Fig. 1: run 1, clock network drawn from the DEF
(1.5 px per um)
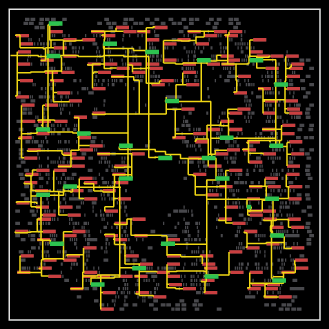
Fig. 2: run 1, M4 wires
(2 px per um)
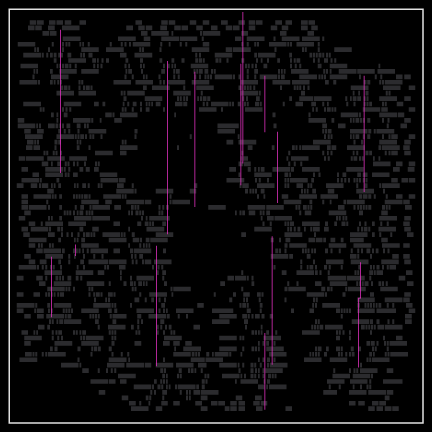
Fig. 3: run 1, a small window of the routed layout
Window x 145 to 165, y 42 to 62 um. Cells in gray, sequential cells in the stronger gray; small squares are vias.
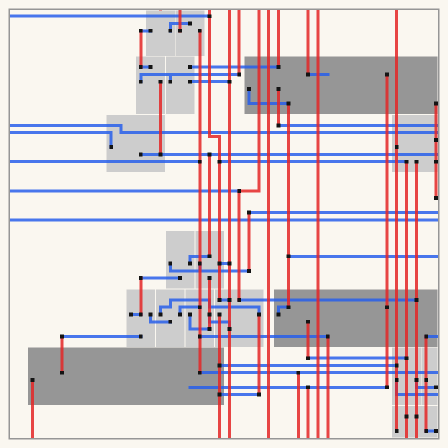
Fig. 4: run 1, routing congestion
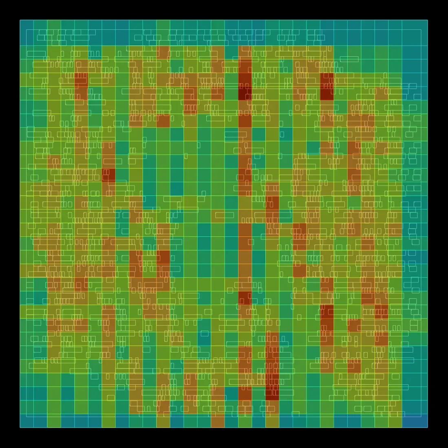
<file path="config.mk">
export PLATFORM = sky130hd
export DESIGN_NAME = pipe_stage_elastic_flat
export DESIGN_NICKNAME = d
export VERILOG_FILES = /design/src/rtl/pipe_stage_elastic_if.sv /design/src/rtl/pipe_stage_elastic.sv /design/src/flat_wrapper.sv
export SDC_FILE = /design/constraint.sdc
export NUM_CORES = 1
export LEC_CHECK = 0
export ABC_AREA = 1
export CAP_MARGIN = 20
export CORE_MARGIN = 3
export CORE_UTILIZATION = 25
export CTS_BUF_LIST = sky130_fd_sc_hd__clkbuf_16
export CTS_CLUSTER_DIAMETER = 120
export DETAILED_ROUTE_END_ITERATION = 7
export GPL_TIMING_DRIVEN = 0
export PLACE_DENSITY = 0.45
export SLEW_MARGIN = 20
export SYNTH_ARGS = -nofsm -noshare
export SYNTH_HDL_FRONTEND = slang
export SYNTH_SLANG_ARGS = --single-unit
</file>
<file path="constraint.sdc">
create_clock -name Clk -period 9.41 [get_ports Clk]
set_input_delay 1.4115 -clock Clk [delete_from_list [all_inputs] [get_ports Clk]]
set_output_delay 1.4115 -clock Clk [all_outputs]
set_load 0.05 [all_outputs]
</file>
<file path="src/rtl/pipe_stage_elastic_if.sv">
// Handshake bundle for one elastic pipeline stage: the upstream beat and
// accept signal, plus the downstream beat and its back-pressure.
interface pipe_stage_elastic_if #(
  parameter int DATA_W = 96,
  parameter int CTRL_W = 5
);
  logic              in_valid;
  logic              in_ready;
  logic [DATA_W-1:0] in_data;
  logic [CTRL_W-1:0] in_ctrl;
  logic              out_valid;
  logic              out_ready;
  logic [DATA_W-1:0] out_data;
  logic [CTRL_W-1:0] out_ctrl;

  // Environment side: produces upstream beats and consumes downstream ones.
  modport master (
    output in_valid, in_data, in_ctrl, out_ready,
    input  in_ready, out_valid, out_data, out_ctrl
  );

  // Stage side.
  modport slave (
    input  in_valid, in_data, in_ctrl, out_ready,
    output in_ready, out_valid, out_data, out_ctrl
  );
endinterface

</file>
<file path="src/rtl/pipe_stage_elastic.sv">
// Generic pipeline-boundary register with valid/ready back-pressure, a 2-entry
// skid buffer, control-killing flush and a saturating flushed-beat counter.
module pipe_stage_elastic #(
  parameter int DATA_W = 96,
  parameter int CTRL_W = 5,
  parameter int CNT_W  = 8
) (
  input  logic                 Clk,
  input  logic                 Clr,
  input  logic                 Flush,
  pipe_stage_elastic_if.slave  bus,
  output logic [CNT_W-1:0]     flush_cnt
);

  logic              m_valid_r, m_valid_s;
  logic [DATA_W-1:0] m_data_r,  m_data_s;
  logic [CTRL_W-1:0] m_ctrl_r,  m_ctrl_s;
  logic              s_valid_r, s_valid_s;
  logic [DATA_W-1:0] s_data_r,  s_data_s;
  logic [CTRL_W-1:0] s_ctrl_r,  s_ctrl_s;
  logic              in_ready_r, in_ready_s;
  logic [CNT_W-1:0]  cnt_r, cnt_s;
  logic              accept_s, drain_s;
  logic [1:0]        kill_s;

  // An increment that would pass the top value pins the counter at all-ones.
  function automatic logic [CNT_W-1:0] sat_add(input logic [CNT_W-1:0] a,
                                               input logic [1:0] b);
    logic [CNT_W:0] sum;
    sum = {1'b0, a} + {{(CNT_W-1){1'b0}}, b};
    if (sum[CNT_W]) begin
      sat_add = {CNT_W{1'b1}};
    end else begin
      sat_add = sum[CNT_W-1:0];
    end
  endfunction

  assign accept_s = bus.in_valid & in_ready_r;
  assign drain_s  = m_valid_r & bus.out_ready;
  assign kill_s   = {1'b0, m_valid_r} + {1'b0, s_valid_r};

  // Next-state selection for main/skid entries, ready flag and flush counter.
  always_comb begin
    m_valid_s = m_valid_r;
    m_data_s  = m_data_r;
    m_ctrl_s  = m_ctrl_r;
    s_valid_s = s_valid_r;
    s_data_s  = s_data_r;
    s_ctrl_s  = s_ctrl_r;
    cnt_s     = cnt_r;
    if (Flush) begin
      // Held data is left in place; only valid and control are killed.
      m_valid_s = 1'b0;
      m_ctrl_s  = {CTRL_W{1'b0}};
      s_valid_s = 1'b0;
      s_ctrl_s  = {CTRL_W{1'b0}};
      cnt_s     = sat_add(cnt_r, kill_s);
    end else if (drain_s && s_valid_r) begin
      m_valid_s = 1'b1;
      m_data_s  = s_data_r;
      m_ctrl_s  = s_ctrl_r;
      s_valid_s = 1'b0;
    end else if (drain_s) begin
      if (accept_s) begin
        m_data_s = bus.in_data;
        m_ctrl_s = bus.in_ctrl;
      end else begin
        m_valid_s = 1'b0;
        m_ctrl_s  = {CTRL_W{1'b0}};
      end
    end else if (!m_valid_r) begin
      if (accept_s) begin
        m_valid_s = 1'b1;
        m_data_s  = bus.in_data;
        m_ctrl_s  = bus.in_ctrl;
      end else begin
        m_ctrl_s = {CTRL_W{1'b0}};
      end
    end else if (accept_s) begin
      s_valid_s = 1'b1;
      s_data_s  = bus.in_data;
      s_ctrl_s  = bus.in_ctrl;
    end else begin
      m_valid_s = m_valid_r;
    end
    in_ready_s = !s_valid_s;
  end

  // State registers, updated on the falling edge like the original pipeline register.
  always_ff @(negedge Clk or posedge Clr) begin
    if (Clr) begin
      m_valid_r  <= 1'b0;
      m_data_r   <= {DATA_W{1'b0}};
      m_ctrl_r   <= {CTRL_W{1'b0}};
      s_valid_r  <= 1'b0;
      s_data_r   <= {DATA_W{1'b0}};
      s_ctrl_r   <= {CTRL_W{1'b0}};
      in_ready_r <= 1'b1;
      cnt_r      <= {CNT_W{1'b0}};
    end else begin
      m_valid_r  <= m_valid_s;
      m_data_r   <= m_data_s;
      m_ctrl_r   <= m_ctrl_s;
      s_valid_r  <= s_valid_s;
      s_data_r   <= s_data_s;
      s_ctrl_r   <= s_ctrl_s;
      in_ready_r <= in_ready_s;
      cnt_r      <= cnt_s;
    end
  end

  assign bus.in_ready  = in_ready_r;
  assign bus.out_valid = m_valid_r;
  assign bus.out_data  = m_data_r;
  assign bus.out_ctrl  = m_ctrl_r;
  assign flush_cnt     = cnt_r;

endmodule

</file>
<file path="src/flat_wrapper.sv">
// flat-port wrapper written by rule: the top's interface ports become plain ports
module pipe_stage_elastic_flat 
#(
  parameter int DATA_W = 96,
  parameter int CTRL_W = 5,
  parameter int CNT_W  = 8
)
  (Clk, Clr, Flush, flush_cnt, bus_in_valid, bus_in_data, bus_in_ctrl, bus_out_ready, bus_in_ready, bus_out_valid, bus_out_data, bus_out_ctrl);
  pipe_stage_elastic_if #(.DATA_W(DATA_W), .CTRL_W(CTRL_W)) bus_i ();
  input  logic Clk;
  input  logic Clr;
  input  logic Flush;
  output logic [CNT_W-1:0] flush_cnt;
  input wire logic [$bits(bus_i.in_valid)-1:0] bus_in_valid;
  input wire logic [$bits(bus_i.in_data)-1:0] bus_in_data;
  input wire logic [$bits(bus_i.in_ctrl)-1:0] bus_in_ctrl;
  input wire logic [$bits(bus_i.out_ready)-1:0] bus_out_ready;
  output wire logic [$bits(bus_i.in_ready)-1:0] bus_in_ready;
  output wire logic [$bits(bus_i.out_valid)-1:0] bus_out_valid;
  output wire logic [$bits(bus_i.out_data)-1:0] bus_out_data;
  output wire logic [$bits(bus_i.out_ctrl)-1:0] bus_out_ctrl;
  assign bus_i.in_valid = bus_in_valid;
  assign bus_i.in_data = bus_in_data;
  assign bus_i.in_ctrl = bus_in_ctrl;
  assign bus_i.out_ready = bus_out_ready;
  assign bus_in_ready = bus_i.in_ready;
  assign bus_out_valid = bus_i.out_valid;
  assign bus_out_data = bus_i.out_data;
  assign bus_out_ctrl = bus_i.out_ctrl;
  pipe_stage_elastic #(.DATA_W(DATA_W), .CTRL_W(CTRL_W), .CNT_W(CNT_W)) u_core (.Clk(Clk), .Clr(Clr), .Flush(Flush), .bus(bus_i), .flush_cnt(flush_cnt));
endmodule
</file>
==> impl_metrics.xml, run 1 <==
<?xml version="1.0" encoding="UTF-8"?>
<metrics>
  <group name="logic_synthesis">
    <metric name="yosys_warnings" unit="">0</metric>
    <metric name="top_logic_kind" unit="">simple AND/OR/NAND/NOR gates</metric>
    <metric name="top_area_share" unit="%">52.97</metric>
    <metric name="synth-cells-yosys" unit="">1297</metric>
    <metric name="ys_seq_share" unit="%">53.24</metric>
    <metric name="ys_sh_simple" unit="%">39.56</metric>
    <metric name="top_cell" unit="">sky130_fd_sc_hd__nand2_1</metric>
    <metric name="mux_area_share" unit="%">0</metric>
    <metric name="netlist_instances" unit="">1297</metric>
  </group>
  <group name="floorplan">
    <metric name="core.rowCount" unit="">72</metric>
    <metric name="die_outline_area" unit="sq um">42500</metric>
  </group>
  <group name="final_timing">
    <metric name="fin_worst_skew" unit="ns">0.04952</metric>
    <metric name="finalWorstSetupSlack" unit="ns">1.341</metric>
    <metric name="final.hold.worst_slack" unit="ns">0.4172</metric>
  </group>
  <group name="final_layout">
    <metric name="final-clk-cell-share" unit="%">5.737</metric>
    <metric name="inverters_excl_clock" unit="">23</metric>
    <metric name="final_layout_size_suffix_gt1_share" unit="%">7.303</metric>
    <metric name="regArea" unit="sq um">5331</metric>
  </group>
  <group name="hold_path">
    <metric name="worst_hold_startpoint" unit="">u_core.s_data_r[44]</metric>
    <metric name="holdPathEnd" unit="">u_core.s_data_r[44]</metric>
  </group>
  <group name="routing">
    <metric name="drtIter0Drc" unit="">498</metric>
    <metric name="routed_via_density" unit="">4.428</metric>
    <metric name="drtAntennaViolNets" unit="">0</metric>
    <metric name="route.final.wire_length" unit="um">34660</metric>
  </group>
  <group name="placement">
    <metric name="dpl_worst_slack" unit="ns">1.259</metric>
    <metric name="routabilityCongestion" unit="">0.7454</metric>
  </group>
  <group name="cts">
    <metric name="clkSlewWorstSetupHoldPaths" unit="ns">0.04</metric>
    <metric name="cts_inserted_buffers" unit="">27</metric>
    <metric name="clockRootBuffer" unit="">sky130_fd_sc_hd__clkbuf_16</metric>
  </group>
  <group name="power_and_ir_drop">
    <metric name="p_clk_share" unit="%">30.3</metric>
    <metric name="static-leakage-power" unit="nW">7.036</metric>
    <metric name="fraction_of_power_consumed_by_sequential_logic" unit="%">39.6</metric>
  </group>
  <group name="flow_run">
    <metric name="stage_log_warnings" unit="">27</metric>
  </group>
  <group name="worst_setup_path">
    <metric name="reg2reg_slack" unit="ns">7.26</metric>
    <metric name="critPathLaunchType" unit="">register</metric>
  </group>
  <group name="global_route">
    <metric name="globalRouteTotalUtil" unit="%">16.27</metric>
    <metric name="grt_pass1_wl" unit="um">54890</metric>
    <metric name="grt_pass1_vias" unit="">9403</metric>
  </group>
  <group name="run_status">
    <metric name="status" unit="">finished, final reports clean</metric>
  </group>
</metrics>
-- Fig. 1 (at the start) --
- clock drivers: green (count 28)
- flip-flops: red (count 213)
- clock wires: yellow (length 3640 um)
- routed clock nets: 29

-- Fig. 2 (at the start) --
- longest straight run: 86.4 um
- main direction: vertical
- wire length on this layer: 733 um

-- Fig. 3 (at the start) --
- metal 1: blue
- metal 2: red
- sequential cells in the window: 3
- most frequent: nand2_1 (11), nand4_1 (3), dfrtn_1 (3)
- cells with their middle in the window: 18
- netlist names of flops here include: u_core.s_data_r (3)

-- Fig. 4 (at the start) --
most used routing layer: met2
average routed wire per standard cell: 16.65 um
met2 demand-to-capacity share in global routing: 25.89%
met1 GRT Util: 22.71%
final core area utilization: 35.25%

Fig. 5: run 1, routed metal, one color a layer
(2 px per um)
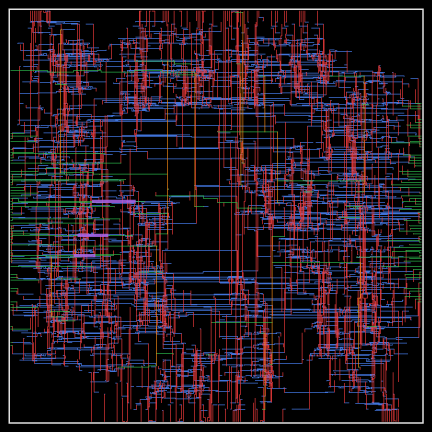

==> run 2, diff against run 1 <==
--- a/config.mk
+++ b/config.mk
@@ -7,13 +7,15 @@
 export LEC_CHECK = 0
 export ABC_AREA = 1
 export CAP_MARGIN = 20
+export CELL_PAD_IN_SITES_DETAIL_PLACEMENT = 2
+export CELL_PAD_IN_SITES_GLOBAL_PLACEMENT = 2
 export CORE_MARGIN = 3
 export CORE_UTILIZATION = 25
 export CTS_BUF_LIST = sky130_fd_sc_hd__clkbuf_16
 export CTS_CLUSTER_DIAMETER = 120
 export DETAILED_ROUTE_END_ITERATION = 7
 export GPL_TIMING_DRIVEN = 0
-export PLACE_DENSITY = 0.45
+export PLACE_DENSITY = 0.71
 export SLEW_MARGIN = 20
 export SYNTH_ARGS = -nofsm -noshare
 export SYNTH_HDL_FRONTEND = slang
Fig. 6: run 2, routed metal, one color a layer
(2 px per um)
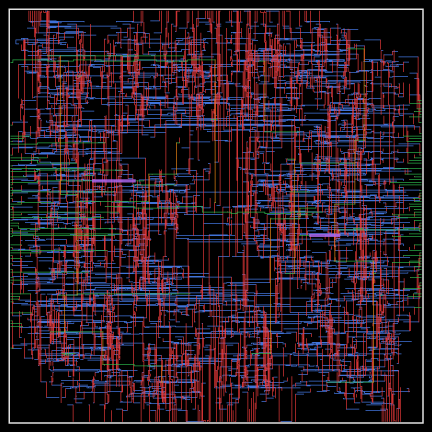
- metal 5: purple (wire length 34.0 um)
- metal 4: orange (wire length 592 um)
- metal 2: red (wire length 19000 um)
- metal 1: blue (wire length 18000 um)
- metal 3: green (wire length 1840 um)

==> run 2 against run 1 <==
Net effect: cell area about the same; clock power increased by 1%; cell count increased by 0.43%; register-to-register slack got worse by 0.05 ns; global-route usage increased by 2.3 points; critical path type unchanged; largest cell class unchanged.
==> impl_metrics.xml, run 2 <==
<?xml version="1.0" encoding="UTF-8"?>
<metrics>
  <group name="power_and_ir_drop">
    <metric name="static-leakage-power" unit="nW">7.048</metric>
    <metric name="p_clk_share" unit="%">30.3</metric>
    <metric name="fraction_of_power_consumed_by_sequential_logic" unit="%">39.4</metric>
  </group>
  <group name="routing">
    <metric name="route.final.wire_length" unit="um">39400</metric>
    <metric name="avgRoutedWirePerCell" unit="um">18.85</metric>
    <metric name="routed_via_density" unit="">4.634</metric>
    <metric name="drtAntennaViolNets" unit="">0</metric>
    <metric name="drtIter0Drc" unit="">390</metric>
  </group>
  <group name="worst_setup_path">
    <metric name="reg2reg_slack" unit="ns">7.21</metric>
  </group>
  <group name="global_route">
    <metric name="global_route.peak_usage_layer" unit="">met2</metric>
    <metric name="globalRouteTotalUtil" unit="%">18.56</metric>
    <metric name="grt_pass1_wl" unit="um">62550</metric>
  </group>
  <group name="cts">
    <metric name="cts_inserted_buffers" unit="">28</metric>
    <metric name="clockRootBuffer" unit="">sky130_fd_sc_hd__clkbuf_16</metric>
    <metric name="clkSlewWorstSetupHoldPaths" unit="ns">0.04</metric>
  </group>
  <group name="logic_synthesis">
    <metric name="mux_area_share" unit="%">0</metric>
    <metric name="yosys_warnings" unit="">0</metric>
    <metric name="synth-cells-yosys" unit="">1297</metric>
    <metric name="netlist_instances" unit="">1297</metric>
    <metric name="top_logic_kind" unit="">simple AND/OR/NAND/NOR gates</metric>
    <metric name="top_area_share" unit="%">52.97</metric>
    <metric name="ys_sh_simple" unit="%">39.56</metric>
  </group>
  <group name="final_layout">
    <metric name="inverters_excl_clock" unit="">23</metric>
    <metric name="final-clk-cell-share" unit="%">5.952</metric>
    <metric name="regArea" unit="sq um">5331</metric>
  </group>
  <group name="floorplan">
    <metric name="core.rowCount" unit="">72</metric>
  </group>
  <group name="placement">
    <metric name="routabilityCongestion" unit="">0.7368</metric>
  </group>
  <group name="hold_path">
    <metric name="worst_hold_startpoint" unit="">u_core.s_data_r[72]</metric>
  </group>
  <group name="run_status">
    <metric name="status" unit="">finished, final reports clean</metric>
  </group>
</metrics>
Power figures rest on the tool's default switching activity, not on a simulated workload.
